File: src/rtl/cnn_pkg.sv
// ============================================================================
// Module   : cnn_pkg
// Purpose  : Shared constants for the CNN processing core and its output buffer.
// Revision : 1.0
// ============================================================================
`default_nettype none

package cnn_pkg;

    // Core result latency: sram 1 + mult 5 + acc 4
    localparam int CORE_RES_LATENCY = 10;
    localparam int FP_WIDTH         = 32;

    localparam int OUTBUF_DEPTH     = 32;
    localparam int OUTBUF_SLACK     = 12;

endpackage : cnn_pkg

`default_nettype wire

File: src/rtl/outbuf_mem.sv
// ============================================================================
// Module   : outbuf_mem
// Purpose  : DEPTH x DWIDTH register array, one write port, asynchronous read.
// Revision : 1.0
// ============================================================================
`default_nettype none

module outbuf_mem #(
    parameter int DWIDTH = 32,
    parameter int DEPTH  = 32,
    parameter int AW     = 5
) (
    input  logic              clock,
    input  logic              we_i,
    input  logic [AW-1:0]     waddr_i,
    input  logic [DWIDTH-1:0] wdata_i,
    input  logic [AW-1:0]     raddr_i,
    output logic [DWIDTH-1:0] rdata_o
);

    logic [DWIDTH-1:0] mem_q [DEPTH];

    // Contents are not reset; validity is tracked entirely by the pointers.
    always_ff @(posedge clock) begin
        if (we_i) begin
            mem_q[waddr_i] <= wdata_i;
        end
    end

    assign rdata_o = mem_q[raddr_i];

endmodule : outbuf_mem

`default_nettype wire

File: src/rtl/proc_outbuf.sv
// ============================================================================
// Module   : proc_outbuf
// Purpose  : FWFT result buffer behind the processing core with early stall
//            generation and a sticky overflow flag.
// Revision : 1.0
// ============================================================================
`default_nettype none

module proc_outbuf
    import cnn_pkg::*;
#(
    parameter int DWIDTH = FP_WIDTH,
    parameter int DEPTH  = OUTBUF_DEPTH,
    parameter int SLACK  = OUTBUF_SLACK
) (
    input  logic                       clock,
    input  logic                       reset,
    input  logic [DWIDTH-1:0]          accres_i,
    input  logic                       accresvalid_i,
    input  logic                       hold_i,
    output logic                       stall_o,
    output logic [DWIDTH-1:0]          out_data_o,
    output logic                       out_valid_o,
    input  logic                       out_ready_i,
    output logic [$clog2(DEPTH+1)-1:0] count_o,
    output logic                       ovf_o
);

    localparam int AW = $clog2(DEPTH);
    localparam int CW = $clog2(DEPTH+1);
    localparam logic [CW-1:0] FULL_CNT  = CW'(DEPTH);
    localparam logic [CW-1:0] STALL_THR = CW'(DEPTH - SLACK);

    logic [AW-1:0]     wr_ptr_q, wr_ptr_d;
    logic [AW-1:0]     rd_ptr_q, rd_ptr_d;
    logic [CW-1:0]     count_q,  count_d;
    logic              ovf_q,    ovf_d;

    logic              stall;
    logic              push_req;
    logic              pop;
    logic              push;
    logic              drop;
    logic [DWIDTH-1:0] rd_data;

    // SLACK=0 means no reserved headroom: the buffer never back-pressures the core.
    assign stall = (SLACK != 0) && (count_q >= STALL_THR);

    always_comb begin
        push_req = accresvalid_i & ~stall & ~hold_i;
        pop      = (count_q != '0) & out_ready_i;
        push     = push_req & ((count_q != FULL_CNT) | pop);
        drop     = push_req & (count_q == FULL_CNT) & ~pop;

        wr_ptr_d = push ? wr_ptr_q + AW'(1) : wr_ptr_q;
        rd_ptr_d = pop  ? rd_ptr_q + AW'(1) : rd_ptr_q;
        count_d  = count_q + CW'(push) - CW'(pop);
        ovf_d    = ovf_q | drop;
    end

    always_ff @(posedge clock or posedge reset) begin
        if (reset) begin
            wr_ptr_q <= '0;
            rd_ptr_q <= '0;
            count_q  <= '0;
            ovf_q    <= 1'b0;
        end else begin
            wr_ptr_q <= wr_ptr_d;
            rd_ptr_q <= rd_ptr_d;
            count_q  <= count_d;
            ovf_q    <= ovf_d;
        end
    end

    outbuf_mem #(
        .DWIDTH (DWIDTH),
        .DEPTH  (DEPTH),
        .AW     (AW)
    ) u_mem (
        .clock   (clock),
        .we_i    (push),
        .waddr_i (wr_ptr_q),
        .wdata_i (accres_i),
        .raddr_i (rd_ptr_q),
        .rdata_o (rd_data)
    );

    // Masking with valid keeps the output at zero after reset despite stale storage.
    assign out_valid_o = (count_q != '0);
    assign out_data_o  = out_valid_o ? rd_data : '0;
    assign stall_o     = stall;
    assign count_o     = count_q;
    assign ovf_o       = ovf_q;

    generate
        if (SLACK >= CORE_RES_LATENCY + 2) begin : g_ovf_chk
            a_no_ovf: assert property (@(posedge clock) disable iff (reset) !ovf_q);
        end
    endgenerate

endmodule : proc_outbuf

`default_nettype wire

File: config.mk
export PLATFORM = sky130hd
export DESIGN_NAME = proc_outbuf
export DESIGN_NICKNAME = d
export VERILOG_FILES = /design/src/rtl/cnn_pkg.sv /design/src/rtl/outbuf_mem.sv /design/src/rtl/proc_outbuf.sv
export SDC_FILE = /design/constraint.sdc
export NUM_CORES = 1
export LEC_CHECK = 0
export CORE_MARGIN = 2
export CORE_UTILIZATION = 33
export CTS_BUF_LIST = sky130_fd_sc_hd__clkbuf_2 sky130_fd_sc_hd__clkbuf_4 sky130_fd_sc_hd__clkbuf_8
export CTS_CLUSTER_SIZE = 10
export DETAILED_ROUTE_END_ITERATION = 16
export PLACE_DENSITY_LB_ADDON = 0.12
export SLEW_MARGIN = 10
export SYNTH_ARGS = -nofsm -noshare
export SYNTH_HDL_FRONTEND = slang
export SYNTH_SLANG_ARGS = --single-unit
File: constraint.sdc
create_clock -name clock -period 5 [get_ports clock]
set_input_delay 0.5 -clock clock [delete_from_list [all_inputs] [get_ports clock]]
set_output_delay 0.5 -clock clock [all_outputs]
set_load 0.05 [all_outputs]
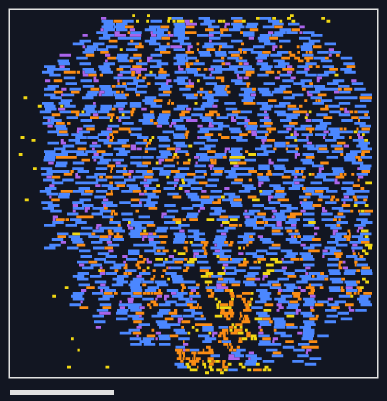
Fig. 1. Placed cells, one color a class (run 1).
Scale bar: 100 um.
remaining logic cells -> orange  # cells 666, share of their area 19%
clock drivers and dummy loads -> purple  # cells 312, share of their area 7.8%
registers -> blue  # cells 1041, share of their area 69%
remaining buffers and delay cells -> yellow  # cells 174, share of their area 4.0%

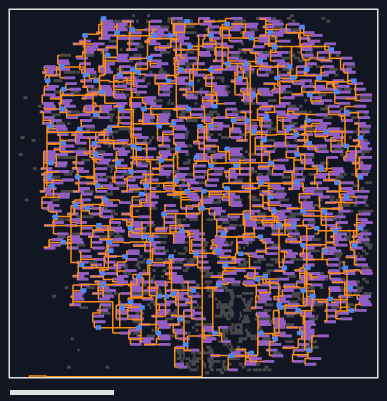
Fig. 2. Clock distribution (run 1).
Scale bar: 100 um.
flip-flops -> purple  # count 1041
clock wires -> orange  # length 13800 um
clock-net drivers -> blue  # count 175
routed clock nets = 176

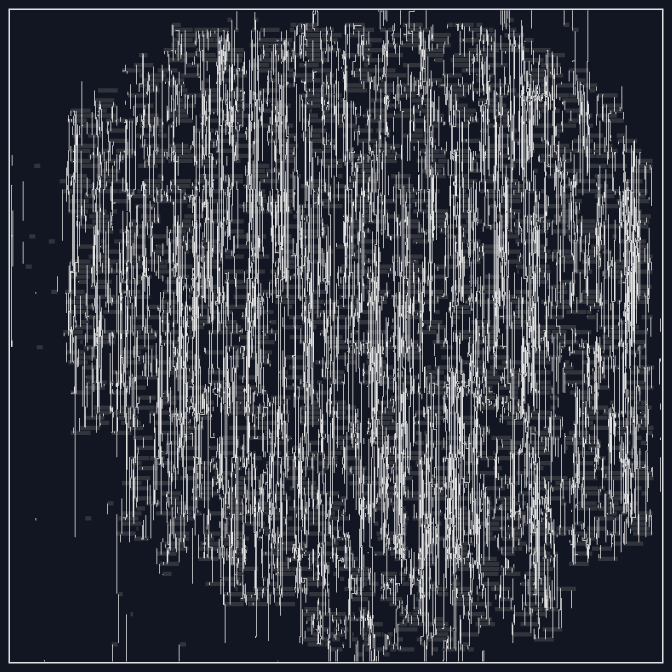
Fig. 3. Signal wires on met2 (run 1).
wire length on this layer = 56.9 mm
share of all routed wire = 50%
longest straight run = 161 um
nets with wire on the layer = 1874

==> impl_results.rst, run 1 <==
Flow metrics
------------

.. list-table::
   :header-rows: 1

   * - Metric
     - Value
   * - Count of flip-flops with a built-in enable after synthesis
     - roughly 1000
   * - Cell types occupying the most area after synthesis
     - edfxtp_1, mux4_2, mux2i_1, dfrtp_1, a2111oi_2
   * - Die Span X
     - roughly 350 um
   * - Met3 Wirelength
     - between 6 and 7 mm
   * - Pint
     - roughly 0.017 W
   * - Highest Clock Rate
     - around 210 MHz
   * - Number of pins with negative max-slew slack in the final report
     - 0
   * - Most frequent cells after synthesis
     - edfxtp_1, mux4_2, mux2i_1
   * - Yosys cell count
     - approximately 1800
   * - Peak VDD IR
     - between 0.0006 and 0.0007 V
   * - Adder share
     - less than 1%
   * - Relative contribution of the clock network to total power
     - between 20% and 30%
   * - Filler Cells Inserted
     - 10800
   * - Die Footprint
     - 0.1240 mm^2
   * - Met2 layer usage reported by global route
     - about 31%
   * - Floorplan core area
     - roughly 0.12 mm^2
   * - Buffers outside the clock class
     - around 170
   * - Initial cell density of the core
     - between 30 and 40%
   * - Via/cell ratio
     - ~5.2
   * - Number of port buffers
     - between 70 and 80
   * - Skew final
     - about 0.038 ns
   * - Net Sw Power
     - around 0.0090 W
   * - Post-detailed-placement cell area
     - roughly 0.043 mm^2
   * - Synthesized area
     - around 0.040 mm^2
   * - Number of instances in the synthesized netlist
     - roughly 1800
   * - Outcome
     - finished, final reports clean
   * - Async SR Flop Fraction
     - about 1.6%
   * - Antenna diode count
     - 1
   * - Met3 GRT Util
     - ~4%
   * - Pin count of the biggest net entering global routing
     - 48
   * - Number of global-route vias before repair
     - roughly 21000
   * - Power share of the combinational group
     - roughly a third
   * - Clock tree from TritonCTS
     - built
   * - Number of nets with antenna violations after detailed routing
     - 0
   * - Largest family of logic cells by area
     - multiplexers
   * - Wire length of the first global-routing pass
     - 159.8 mm
   * - Share of synthesized cell area in and-or and or-and compound cells
     - approximately 4.6%
   * - Portion of synthesized cell area occupied by the leading cell type
     - about three quarters
   * - Source of the worst register-to-register timing path
     - count_o[3]$_DFF_PP0_
   * - Ratio of cells with drive above 1 in the final layout
     - between 20% and 30%
   * - Launch point of the critical path
     - rd_ptr_q[0]$_DFFE_PP0P_
   * - Total sequential power
     - around 0.010 W
   * - M1 wire length
     - ~48 mm
   * - Area growth syn-to-layout
     - 17.56%
   * - Post-layout instance count excluding filler cells
     - 3806
   * - Total via count in the routed design
     - approximately 20000
   * - Min Tclk post-route
     - ~4.7 ns
   * - Final-stage net count
     - 2112
   * - Placer congestion estimate
     - slightly above 0.7
   * - Total clock sinks
     - around 1000
   * - H-tree levels
     - 4
   * - Basic Gates by Area
     - less than 1%
   * - Power density over the cells
     - 563.9 mW/mm^2
   * - Leading power group
     - sequential cells
   * - Chip area line of the yosys report
     - about 0.040 mm^2
   * - Total length of routed met2 wires
     - approximately 57 mm
   * - Total buffers and inverters traversed by the critical path
     - 2
   * - Lkg Pwr
     - ~15 nW
   * - Total routing usage reported by global routing
     - between 10% and 20%
   * - Remaining DRCs
     - 0
   * - Synthesized area divided by synthesized cell count
     - between 20 and 25 um^2
   * - Iteration-0 DRC Markers
     - about 1800
   * - Cell family with most CP delay
     - buffers and inverters
   * - Biggest fanout along the worst timing path
     - roughly 43
   * - Non-clock buffer share of cell area
     - under 10%
   * - Switching share of power
     - between 30% and 40%
   * - Multi-input logic portion of the cell area
     - 17.89%
   * - Final critical-path setup slack
     - between 0.2 and 0.3 ns
   * - Largest contributor to cell area by class
     - registers
   * - Gate Area
     - 0.008414 mm^2
   * - Min-delay worst type
     - in2async
   * - Setup fix buffers added after clock tree synthesis
     - 1
   * - Commonest register cell after synthesis
     - edfxtp_1
   * - Final setup fails
     - 0
   * - Required time of the critical path
     - ~4.5 ns
   * - Type of origin of the critical path
     - flip-flop
   * - Setup Total Neg Slack
     - 0 ns
   * - Clock buf count
     - around 240
   * - Post-layout total power
     - around 0.027 W
   * - CP Cell Sequence
     - buf_12 -> mux4_2 -> a22o_1 -> a2111oi_2 -> a211oi_1 -> clkdlybuf4s50_1
   * - Capture instance of the worst register-to-register path
     - u_mem.mem_q[25][12]$_DFFE_PP_
   * - Top Usage Layer GRT
     - met2
   * - Cells resized by post-CTS repair
     - 2
   * - Crit path largest cell delay
     - 0.76 ns
   * - Comb_multi_in
     - 650
   * - Number of standard-cell rows in the floorplan
     - ~130
   * - Flop2flop setup slack
     - around 1.4 ns
   * - WS Path Type
     - reg2out
   * - Num tapcells
     - roughly 1600
   * - Relative slew slack
     - a little under a fifth
   * - Number of max-cap violations
     - 0
   * - Wire length per cell
     - 29.93 um
   * - Critical path's slowest cell
     - dfrtp_4
   * - Core occupancy in the finished layout
     - 39.14%
   * - Inst Count DP
     - approximately 3500
   * - Logic depth of the worst register-to-register path
     - 8
   * - RSZ-0062 raised after global routing
     - false
   * - Share of synthesized area spent on multiplexers
     - between 10 and 15%
   * - Part of the Yosys area used for sequential elements
     - 77.94%
   * - Worst EP arrival
     - between 4 and 5 ns
   * - Number of failing hold endpoints at the final stage
     - 0
   * - Clock network share of area
     - under 10%
   * - Worst hold-check slack
     - approximately 0.13 ns
   * - Clock root cell
     - clkbuf_8
   * - Floorplan net count
     - about 1900
   * - Type of destination of the critical path
     - output pin
   * - Number of iterations in the first detailed-routing pass
     - 7
   * - Post-route cell area
     - between 0.04 and 0.05 mm^2
   * - Reg area
     - just over 0.03 mm^2
   * - Latency at later pin
     - 0.84 ns
   * - Estimated wirelength of the detail-placed design
     - 62.63 mm
   * - Cell count along the critical path
     - 6
   * - Synth unique cells
     - 42
   * - CTS Hold Bufs
     - 0
   * - Inverters
     - 16
   * - Tool warning count
     - 34
   * - Uppermost layer routed
     - met5
   * - Congestion Overflow GR
     - 0
   * - Xor-xnor portion of the synthesized cell area
     - less than 1%
   * - Boundary pin count
     - just under 80
   * - Count of warnings emitted by yosys
     - 0
   * - Crit share post-route
     - roughly 94%
   * - Flop count
     - 1041
   * - Sequential fraction of total cell area
     - 66.33%
   * - Leading cell type by number of instances after synthesis
     - edfxtp_1
-- run 1: cells in the final DEF, fill, tap and decap left out, types with 13 or more instances in the layout --
cell,n
clkinv_1,41
nor2_4,33
a21oi_1,34
clkbuf_4,57
inv_1,16
a22oi_1,31
mux4_2,193
a22o_1,31
clkdlybuf4s50_1,65
dfrtp_1,13
o22ai_1,32
mux2i_1,129
o221ai_1,31
a2111oi_2,20
buf_12,28
edfxtp_1,1024
clkinv_2,13
clkbuf_8,180
buf_4,79
a211oi_1,30
ha_1,16
-- run 1: sequential cells by signal, summed over array words and instances, names as in the netlist --
signal / cells
wr_ptr_q: 5
rd_ptr_q: 5
count_o: 6
ovf_o: 1
u_mem.mem_q: 1024
Fig. 4: run 1, cell placement
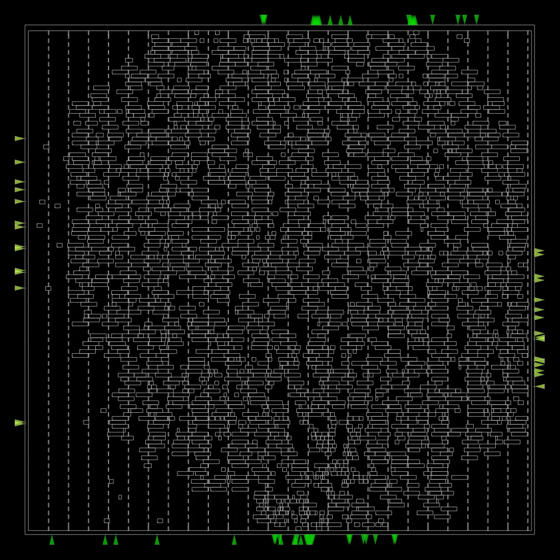

==> run 1 -> run 2 <==
--- a/config.mk
+++ b/config.mk
@@ -5,7 +5,7 @@
 export SDC_FILE = /design/constraint.sdc
 export NUM_CORES = 1
 export LEC_CHECK = 0
-export CORE_MARGIN = 2
+export CORE_MARGIN = 3
 export CORE_UTILIZATION = 33
 export CTS_BUF_LIST = sky130_fd_sc_hd__clkbuf_2 sky130_fd_sc_hd__clkbuf_4 sky130_fd_sc_hd__clkbuf_8
 export CTS_CLUSTER_SIZE = 10
@@ -15,3 +15,4 @@
 export SYNTH_ARGS = -nofsm -noshare
 export SYNTH_HDL_FRONTEND = slang
 export SYNTH_SLANG_ARGS = --single-unit
+export TNS_END_PERCENT = 50
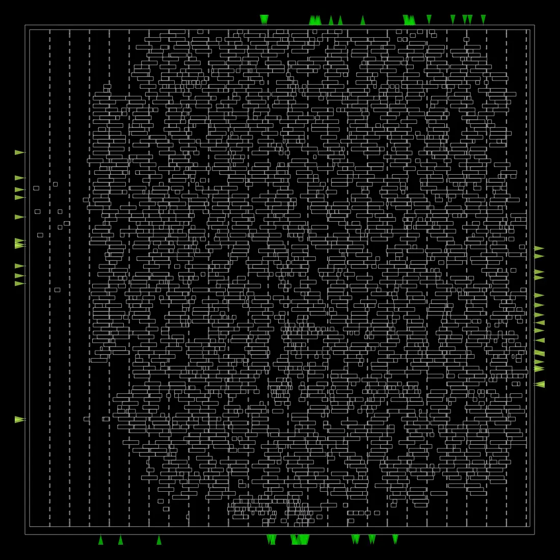
Fig. 5. Cell placement (run 2).
core occupancy in the finished layout: 39.16%
post-layout instance count excluding filler cells: 3832
Filler Cells Inserted: 10850
floorplan core area: 0.1201 mm^2

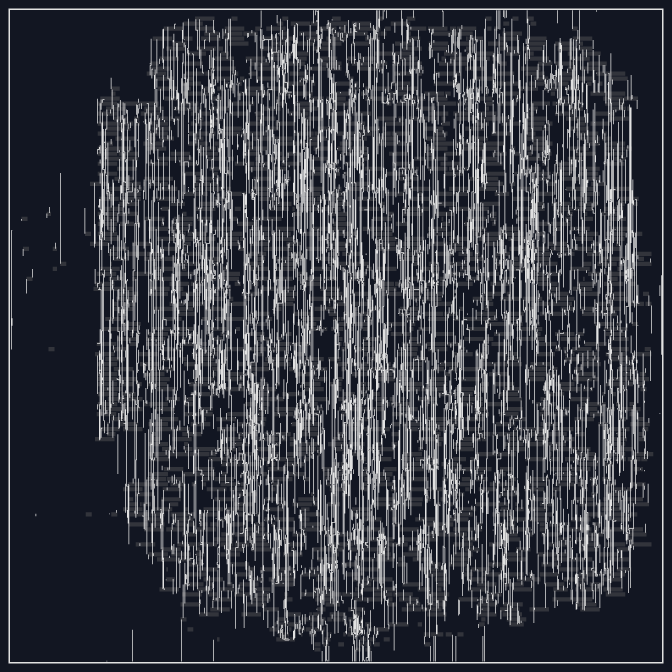
Fig. 6. Signal wires on met2 (run 2).
longest straight run = 163 um
wire length on this layer = 56.7 mm

==> run 2 against run 1 <==
Net effect:
- combinational power increased by 3.7%
- first-iteration DRC count shrank 4.8%
- sequential share of layout area hardly changed
- largest power group unchanged
- highest routed layer unchanged
==> impl_results.rst, run 2 <==
Flow metrics
------------

.. list-table::
   :header-rows: 1

   * - Metric
     - Value
   * - Adder share
     - 0.5506% (unchanged)
   * - Worst EP arrival
     - 4.24 ns (+0.02 ns)
   * - Number of nets with antenna violations after detailed routing
     - 0 (unchanged)
   * - Crit path largest cell delay
     - 0.94 ns (+0.18 ns)
   * - Remaining DRCs
     - 0 (unchanged)
   * - Latency at later pin
     - 0.80 ns (-0.04 ns)
   * - Die Span X
     - 354.2 um (+0.57%)
   * - Synth unique cells
     - 42 (unchanged)
   * - Number of standard-cell rows in the floorplan
     - 127 (unchanged)
   * - M1 wire length
     - 50.03 mm (+4.3%)
   * - Clock tree from TritonCTS
     - built
   * - Cell family with most CP delay
     - buffers and inverters
   * - Flip-flop count of the largest register after layout
     - 1024 (unchanged)
   * - Floorplan net count
     - 1869 (unchanged)
   * - Post-detailed-placement cell area
     - 0.04367 mm^2 (+0.45%)
   * - Yosys cell count
     - 1815 (unchanged)
   * - Top library cells by usage in the layout, fill and taps aside
     - edfxtp_1, mux4_2, clkbuf_8, mux2i_1, buf_4
   * - Skew final
     - 0.03733 ns (-0.0001729 ns)
   * - Most frequent cells after synthesis
     - edfxtp_1, mux4_2, mux2i_1
   * - Synthesized area
     - 0.04000 mm^2 (unchanged)
   * - Ratio of cells with drive above 1 in the final layout
     - 29.18% (+0.091 points)
   * - Number of port buffers
     - 77 (unchanged)
   * - Register bank with the most flops
     - u_mem.mem_q
   * - Estimated wirelength of the detail-placed design
     - 63.34 mm (+1.1%)
   * - Cell types occupying the most area after synthesis
     - edfxtp_1, mux4_2, mux2i_1, dfrtp_1, a2111oi_2
   * - Worst hold-check slack
     - 0.2100 ns (+0.08305 ns)
   * - Die Footprint
     - 0.1254 mm^2 (+1.1%)
   * - Number of global-route vias before repair
     - 20950 (+0.43%)
   * - Share of synthesized cell area in and-or and or-and compound cells
     - 4.595% (unchanged)
   * - Wire length of the first global-routing pass
     - 162.9 mm (+1.9%)
   * - Total buffers and inverters traversed by the critical path
     - 2 (unchanged)
   * - Congestion Overflow GR
     - 0 (unchanged)
   * - Clock root cell
     - clkbuf_8
   * - Post-route cell area
     - 0.04705 mm^2 (about the same)
   * - Final-stage net count
     - 2134 (+1.0%)
   * - Initial cell density of the core
     - 33.30% (unchanged)
   * - Type of origin of the critical path
     - flip-flop
   * - Min Tclk post-route
     - 4.742 ns (+0.02603 ns)
   * - Count of flip-flops with a built-in enable after synthesis
     - 1024 (unchanged)
   * - Xor-xnor portion of the synthesized cell area
     - 0.2628% (unchanged)
   * - Launch point of the critical path
     - rd_ptr_q[3]$_DFFE_PP0P_
   * - RSZ-0062 raised after global routing
     - false
   * - Area growth syn-to-layout
     - 17.62% (about the same)
   * - Required time of the critical path
     - 4.50 ns (about the same)
   * - Setup Total Neg Slack
     - 0 ns (unchanged)
   * - Met3 Wirelength
     - 6.910 mm (+4.4%)
   * - H-tree levels
     - 4 (unchanged)
   * - Biggest fanout along the worst timing path
     - 12 (-72%)
   * - Wire length per cell
     - 30.28 um (+1.2%)
   * - Source of the worst register-to-register timing path
     - count_o[3]$_DFF_PP0_
   * - Uppermost layer routed
     - met5
   * - Min-delay worst type
     - in2async
   * - Largest family of logic cells by area
     - multiplexers
   * - Via/cell ratio
     - 5.158 (about the same)
   * - Chip area line of the yosys report
     - 0.04000 mm^2 (unchanged)
   * - Outcome
     - finished, final reports clean
   * - Capture instance of the worst register-to-register path
     - u_mem.mem_q[23][12]$_DFFE_PP_
   * - Final setup fails
     - 0 (unchanged)
   * - Crit share post-route
     - 94.83% (+0.52 points)
   * - Boundary pin count
     - 78 (unchanged)
   * - CP Cell Sequence
     - nor2b_4 -> buf_4 -> a22o_1 -> a2111oi_2 -> a211oi_1 -> clkdlybuf4s50_1
   * - Pin count of the biggest net entering global routing
     - 46 (-4.2%)
   * - Part of the Yosys area used for sequential elements
     - 77.94% (unchanged)
   * - Placer congestion estimate
     - 0.7169 (-0.13%)
   * - Tool warning count
     - 35 (+2.9%)
   * - Number of max-cap violations
     - 0 (unchanged)
   * - Portion of synthesized cell area occupied by the leading cell type
     - 76.88% (unchanged)
   * - Number of failing hold endpoints at the final stage
     - 0 (unchanged)
   * - Lkg Pwr
     - 14.94 nW (about the same)
   * - Number of iterations in the first detailed-routing pass
     - 5 (-2)
   * - Type of destination of the critical path
     - output pin
   * - Number of instances in the synthesized netlist
     - 1815 (unchanged)
   * - Leading cell type by number of instances after synthesis
     - edfxtp_1
   * - Synthesized area divided by synthesized cell count
     - 22.04 um^2 (unchanged)
   * - Iteration-0 DRC Markers
     - 1727 (-4.8%)
   * - Inst Count DP
     - 3504 (+0.34%)
==> run 2: cell counts after synthesis <==
No cell type changed its count.
==> run 2: final cells by class <==
class | instances | area [um^2]
timing repair buffer | 198 | 2087
inverter | 16 | 60.06
clock inverter | 68 | 326.6
sequential | 1041 | 31190
tap | 1612 | 2017
clock buffer | 244 | 2952
multi-input combinational | 650 | 8408
antenna | 3 | 7.507
fill | 10850 | 73080
==> run 2: report_power, final <==
part	internal [W]	switching, W	leakage, nW
registers	0.00981	0.000269	9.41
logic	0.00356	0.00541	3.79
clock network	0.00384	0.00331	1.74
total	0.0172	0.00898	14.9
==> run 2: layer usage <==
metal	vias up	global-route usage, %
li1	8288	-
met1	10730	25.20
met2	583	30.25
met3	157	4.039
met4	6	5.183
met5	-	0
Fig. 7: run 2, clock distribution
Scale bar: 100 um.
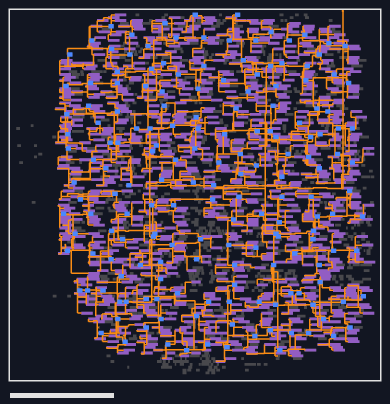

==> run 2 -> run 3 <==
--- a/config.mk
+++ b/config.mk
@@ -5,6 +5,7 @@
 export SDC_FILE = /design/constraint.sdc
 export NUM_CORES = 1
 export LEC_CHECK = 0
+export ABC_AREA = 1
 export CORE_MARGIN = 3
 export CORE_UTILIZATION = 33
 export CTS_BUF_LIST = sky130_fd_sc_hd__clkbuf_2 sky130_fd_sc_hd__clkbuf_4 sky130_fd_sc_hd__clkbuf_8
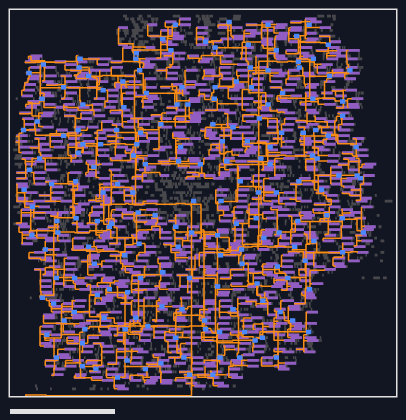
Fig. 8. Clock distribution (run 3).
Scale bar: 100 um.
clock wires -> orange  # length 14600 um
clock-net drivers -> blue  # count 182
flip-flops -> purple  # count 1041
flops lie = spread over the die

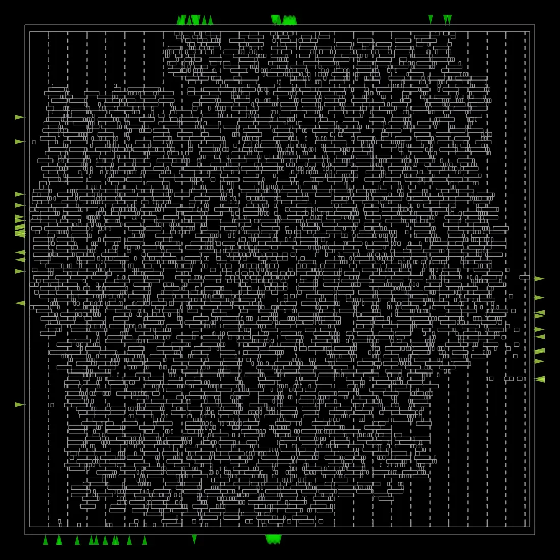
Fig. 9. Cell placement (run 3).
flop count: 1041
number of standard-cell rows in the floorplan: 132
num tapcells: 1742
post-layout instance count excluding filler cells: 6010
sequential fraction of total cell area: 61.94%

==> run 3 against run 2 <==
Net effect:
- worst setup slack improved by 0.25 ns
- die area increased by 8.6%
- final cell count increased by 57%
- global-route usage increased by 1.6 points
- first-iteration DRC count increased by 40%
- sequential cell count unchanged
- utilization decreased by 0.48 points
- final area increased by 7.0%
- sequential power about the same
- clock power increased by 5.6%
- total power increased by 9.9%
- clock skew decreased by 0.0094 ns
- critical path type unchanged
- critical endpoint is now out_data_o[16]
- largest cell class unchanged
- largest power group is now combinational cells
- highest routed layer unchanged
==> impl_results.rst, run 3 <==
Flow metrics
------------

.. list-table::
   :header-rows: 1

   * - Metric
     - Value
   * - Outcome
     - finished, final reports clean
   * - Critical path's slowest cell
     - dfrtp_4
   * - Reg area
     - 0.03119 mm^2 (about the same)
   * - Antenna violations before repair
     - 5
   * - RSZ-0062 raised after global routing
     - false
   * - Power density over the cells
     - 571.5 mW/mm^2
   * - Ratio of cells with drive above 1 in the final layout
     - 11.62% (-18 points)
   * - Total clock sinks
     - approximately 1000
   * - Number of port buffers
     - 77 (unchanged)
   * - Die extent in y
     - 369.0 um
   * - Area growth syn-to-layout
     - 15.77%
   * - Net Sw Power
     - 0.01181 W (+31%)
   * - Floorplan net count
     - 4021 (+120%)
   * - Total routing usage reported by global routing
     - 20.15%
   * - Most frequent cells after synthesis
     - nand2_1, edfxtp_1, nand3_1
   * - Gate Area
     - 0.01022 mm^2 (+22%)
   * - Pin count of the biggest net entering global routing
     - 163 (+250%)
   * - Post-route cell area
     - 0.05035 mm^2 (+7.0%)
   * - Yosys cell count
     - 3967 (+120%)
   * - Number of instances in the synthesized netlist
     - 3967 (+120%)
   * - Filler Cells Inserted
     - 12880 (+19%)
   * - Skew final
     - 0.02796 ns (-0.009369 ns)
   * - Cell count along the critical path
     - 11
   * - Clock slew at reported path FFs
     - roughly 0.060 ns
   * - Final critical-path setup slack
     - ~0.51 ns
   * - Wire length per cell
     - 22.97 um (-24%)
   * - Number of nets with antenna violations after detailed routing
     - 0 (unchanged)
   * - Clock tree from TritonCTS
     - built
   * - Biggest area consumer among synthesized cells
     - edfxtp_1
   * - WS Path Type
     - reg2out
   * - Chip area line of the yosys report
     - 0.04349 mm^2 (+8.7%)
   * - Inst Count DP
     - 5695 (+63%)
   * - Count of warnings emitted by yosys
     - 0
   * - Tool warning count
     - 42 (+20%)
   * - Met3 Wirelength
     - 6.765 mm (-2.1%)
   * - Source of the worst register-to-register timing path
     - count_o[3]$_DFF_PP0_
   * - Initial cell density of the core
     - 33.42% (+0.12 points)
   * - Power share of the combinational group
     - 38.8% (+4.6 points)
   * - Setup Total Neg Slack
     - 0 ns (unchanged)
   * - Capture instance of the worst register-to-register path
     - count_o[4]$_DFF_PP0_
   * - Switching share of power
     - 41.05% (+6.7 points)
   * - H-tree levels
     - 4 (unchanged)
   * - FF+latch count, synth
     - between 1000 and 1500
   * - CTS Hold Bufs
     - 0
   * - Number of pins with negative max-slew slack in the final report
     - 0
   * - Cell types occupying the most area after synthesis
     - edfxtp_1, nand2_1, nand3_1, inv_1, nor2_1
   * - Register share of total power
     - 34.9% (-3.6 points)
   * - Biggest fanout along the worst timing path
     - 119 (+107)
   * - Type of origin of the critical path
     - flip-flop
   * - Setup fix buffers added after clock tree synthesis
     - 0
   * - Synthesized area
     - 0.04349 mm^2 (+8.7%)
   * - Endpoint of the most critical setup path
     - out_data_o[16]
   * - Peak VDD IR
     - around 0.00057 V
   * - Type of destination of the critical path
     - output pin
   * - Met2 layer usage reported by global route
     - 32.15% (+1.9 points)
   * - Boundary pin count
     - 78 (unchanged)
   * - Power of the clock network
     - 0.00755 W (+5.6%)
   * - Leading power group
     - combinational cells
   * - Launch point of the critical path
     - rd_ptr_q[0]$_DFFE_PP0P_
   * - Synth unique cells
     - 27 (-36%)
   * - Core occupancy in the finished layout
     - 38.69% (-0.48 points)
   * - Required time of the critical path
     - 4.50 ns (about the same)
   * - Latency at later pin
     - 0.89 ns (+0.09 ns)
   * - Total detailed-routing wirelength
     - about 140 mm
   * - Pin slew with the least headroom to its limit
     - approximately 1.1 ns
   * - Top Usage Layer GRT
     - met2
   * - Logic depth of the worst register-to-register path
     - 13
   * - Post-detailed-placement cell area
     - 0.04692 mm^2 (+7.4%)
   * - Floorplan core area
     - 0.1301 mm^2 (+8.3%)
   * - Cell family with most CP delay
     - buffers and inverters
   * - Comb power
     - 0.0112 W (+25%)
   * - Pint
     - 0.01696 W (-1.4%)
   * - Number of global-route vias before repair
     - 28390 (+36%)
   * - Worst hold-check slack
     - 0.1046 ns (-0.1054 ns)
   * - Highest Clock Rate
     - about 220 MHz
   * - Min Tclk post-route
     - 4.487 ns (-0.2549 ns)
   * - Relative slew slack
     - about a quarter
   * - Leading cell type in the layout, fill and taps excluded
     - nand2_1
   * - Wire length of the first global-routing pass
     - 199.9 mm (+23%)
   * - Via/cell ratio
     - 4.803 (-6.9%)
   * - Commonest register cell after synthesis
     - edfxtp_1
   * - Grt met1 use
     - 27.73% (+2.5 points)
   * - Count of flip-flops with a built-in enable after synthesis
     - 1024 (unchanged)
   * - Flop2flop setup slack
     - 2.12 ns
   * - Cells resized by post-CTS repair
     - 0
   * - Most Frequent Cell on Critical Path
     - nand2_1
   * - Estimated wirelength of the detail-placed design
     - 74.95 mm (+18%)
   * - Crit path largest cell delay
     - 0.69 ns (-0.25 ns)
   * - Total via count in the routed design
     - a little under 30000
   * - Number of max-cap violations
     - 0 (unchanged)
   * - Relative contribution of the clock network to total power
     - 26.2% (-1.1 points)
   * - Met3 GRT Util
     - 3.806% (-0.23 points)
   * - Worst EP arrival
     - 3.99 ns (-0.25 ns)
   * - Total sequential power
     - 0.0101 W (about the same)
   * - Total buffers and inverters traversed by the critical path
     - 3 (+1)
   * - Remaining DRCs
     - 0 (unchanged)
   * - Number of iterations in the first detailed-routing pass
     - 5 (unchanged)
   * - Async SR Flop Fraction
     - 1.633%
   * - Portion of synthesized cell area occupied by the leading cell type
     - 70.70% (-6.2 points)
   * - Post-layout total power
     - approximately 0.029 W
   * - Die Span X
     - 369.0 um (+4.2%)
   * - Synthesized area divided by synthesized cell count
     - 10.96 um^2 (-50%)
   * - Crit share post-route
     - 89.74% (-5.1 points)
   * - TritonCTS Buffers
     - around 180
   * - Leading cell type by number of instances after synthesis
     - nand2_1
   * - Placer congestion estimate
     - 0.7640 (+6.6%)
   * - DP Worst Slack
     - 1.411 ns
   * - Register bank with the most flops
     - u_mem.mem_q
   * - Final-stage net count
     - 4191 (+96%)
   * - M1 wire length
     - 63.35 mm (+27%)
   * - Iteration-0 DRC Markers
     - 2414 (+40%)
   * - Total length of routed met2 wires
     - between 60 and 70 mm
   * - Clock root cell
     - clkbuf_8
   * - Part of the Yosys area used for sequential elements
     - 71.68% (-6.3 points)
   * - Number of failing hold endpoints at the final stage
     - 0 (unchanged)
   * - Congestion Overflow GR
     - 0 (unchanged)
   * - Lkg Pwr
     - 19.43 nW (+30%)
   * - Clock Path Buffers
     - 3
   * - Final setup fails
     - 0 (unchanged)
   * - Top library cells by usage in the layout, fill and taps aside
     - nand2_1, edfxtp_1, nand3_1, inv_1, nor2_1
   * - Min-delay worst type
     - in2async
   * - Flip-flop count of the largest register after layout
     - 1024 (unchanged)
   * - Die Footprint
     - 0.1362 mm^2 (+8.6%)
   * - Uppermost layer routed
     - met5
   * - CP Cell Sequence
     - inv_8 -> buf_4 -> nand2_1 -> nand2_1 -> nand2_1 -> nand3_1 -> nand3_1 -> nand2_1 -> nand2_1 -> nor2_1 -> buf_4
## run 3: cell count changes after synthesis, sizes merged, moves of 32 or more
cell and change:
a211oi -32, mux4 -193, o22ai -32, nand2 +1253, o21ai +160, nand3 +526, nor2 +289, inv +338
buf +91, mux2i -129
## run 3: logic make-up after synthesis
kind of cell               after synthesis  synth area share (%)
AOI/OAI and AO/OA                      202                 2.336
xor gates and xnor gates                 9                0.1813
adders and majority gates               17                0.5063
buffers and inverters                  570                 5.339
DFF                                   1041                 71.68
and+or+nand+nor                       2128                 19.96
## run 3: cell type report
class,count,area share [%]
diodes,1,0.004970
inverters,355,2.691
flip-flops and latches,1041,61.94
well taps,1742,4.329
clock buffers,252,6.068
multi-input cells,2356,20.30
clock inverters,62,0.7579
repair buffers,201,3.911
Power and IR drop assume default switching activity.
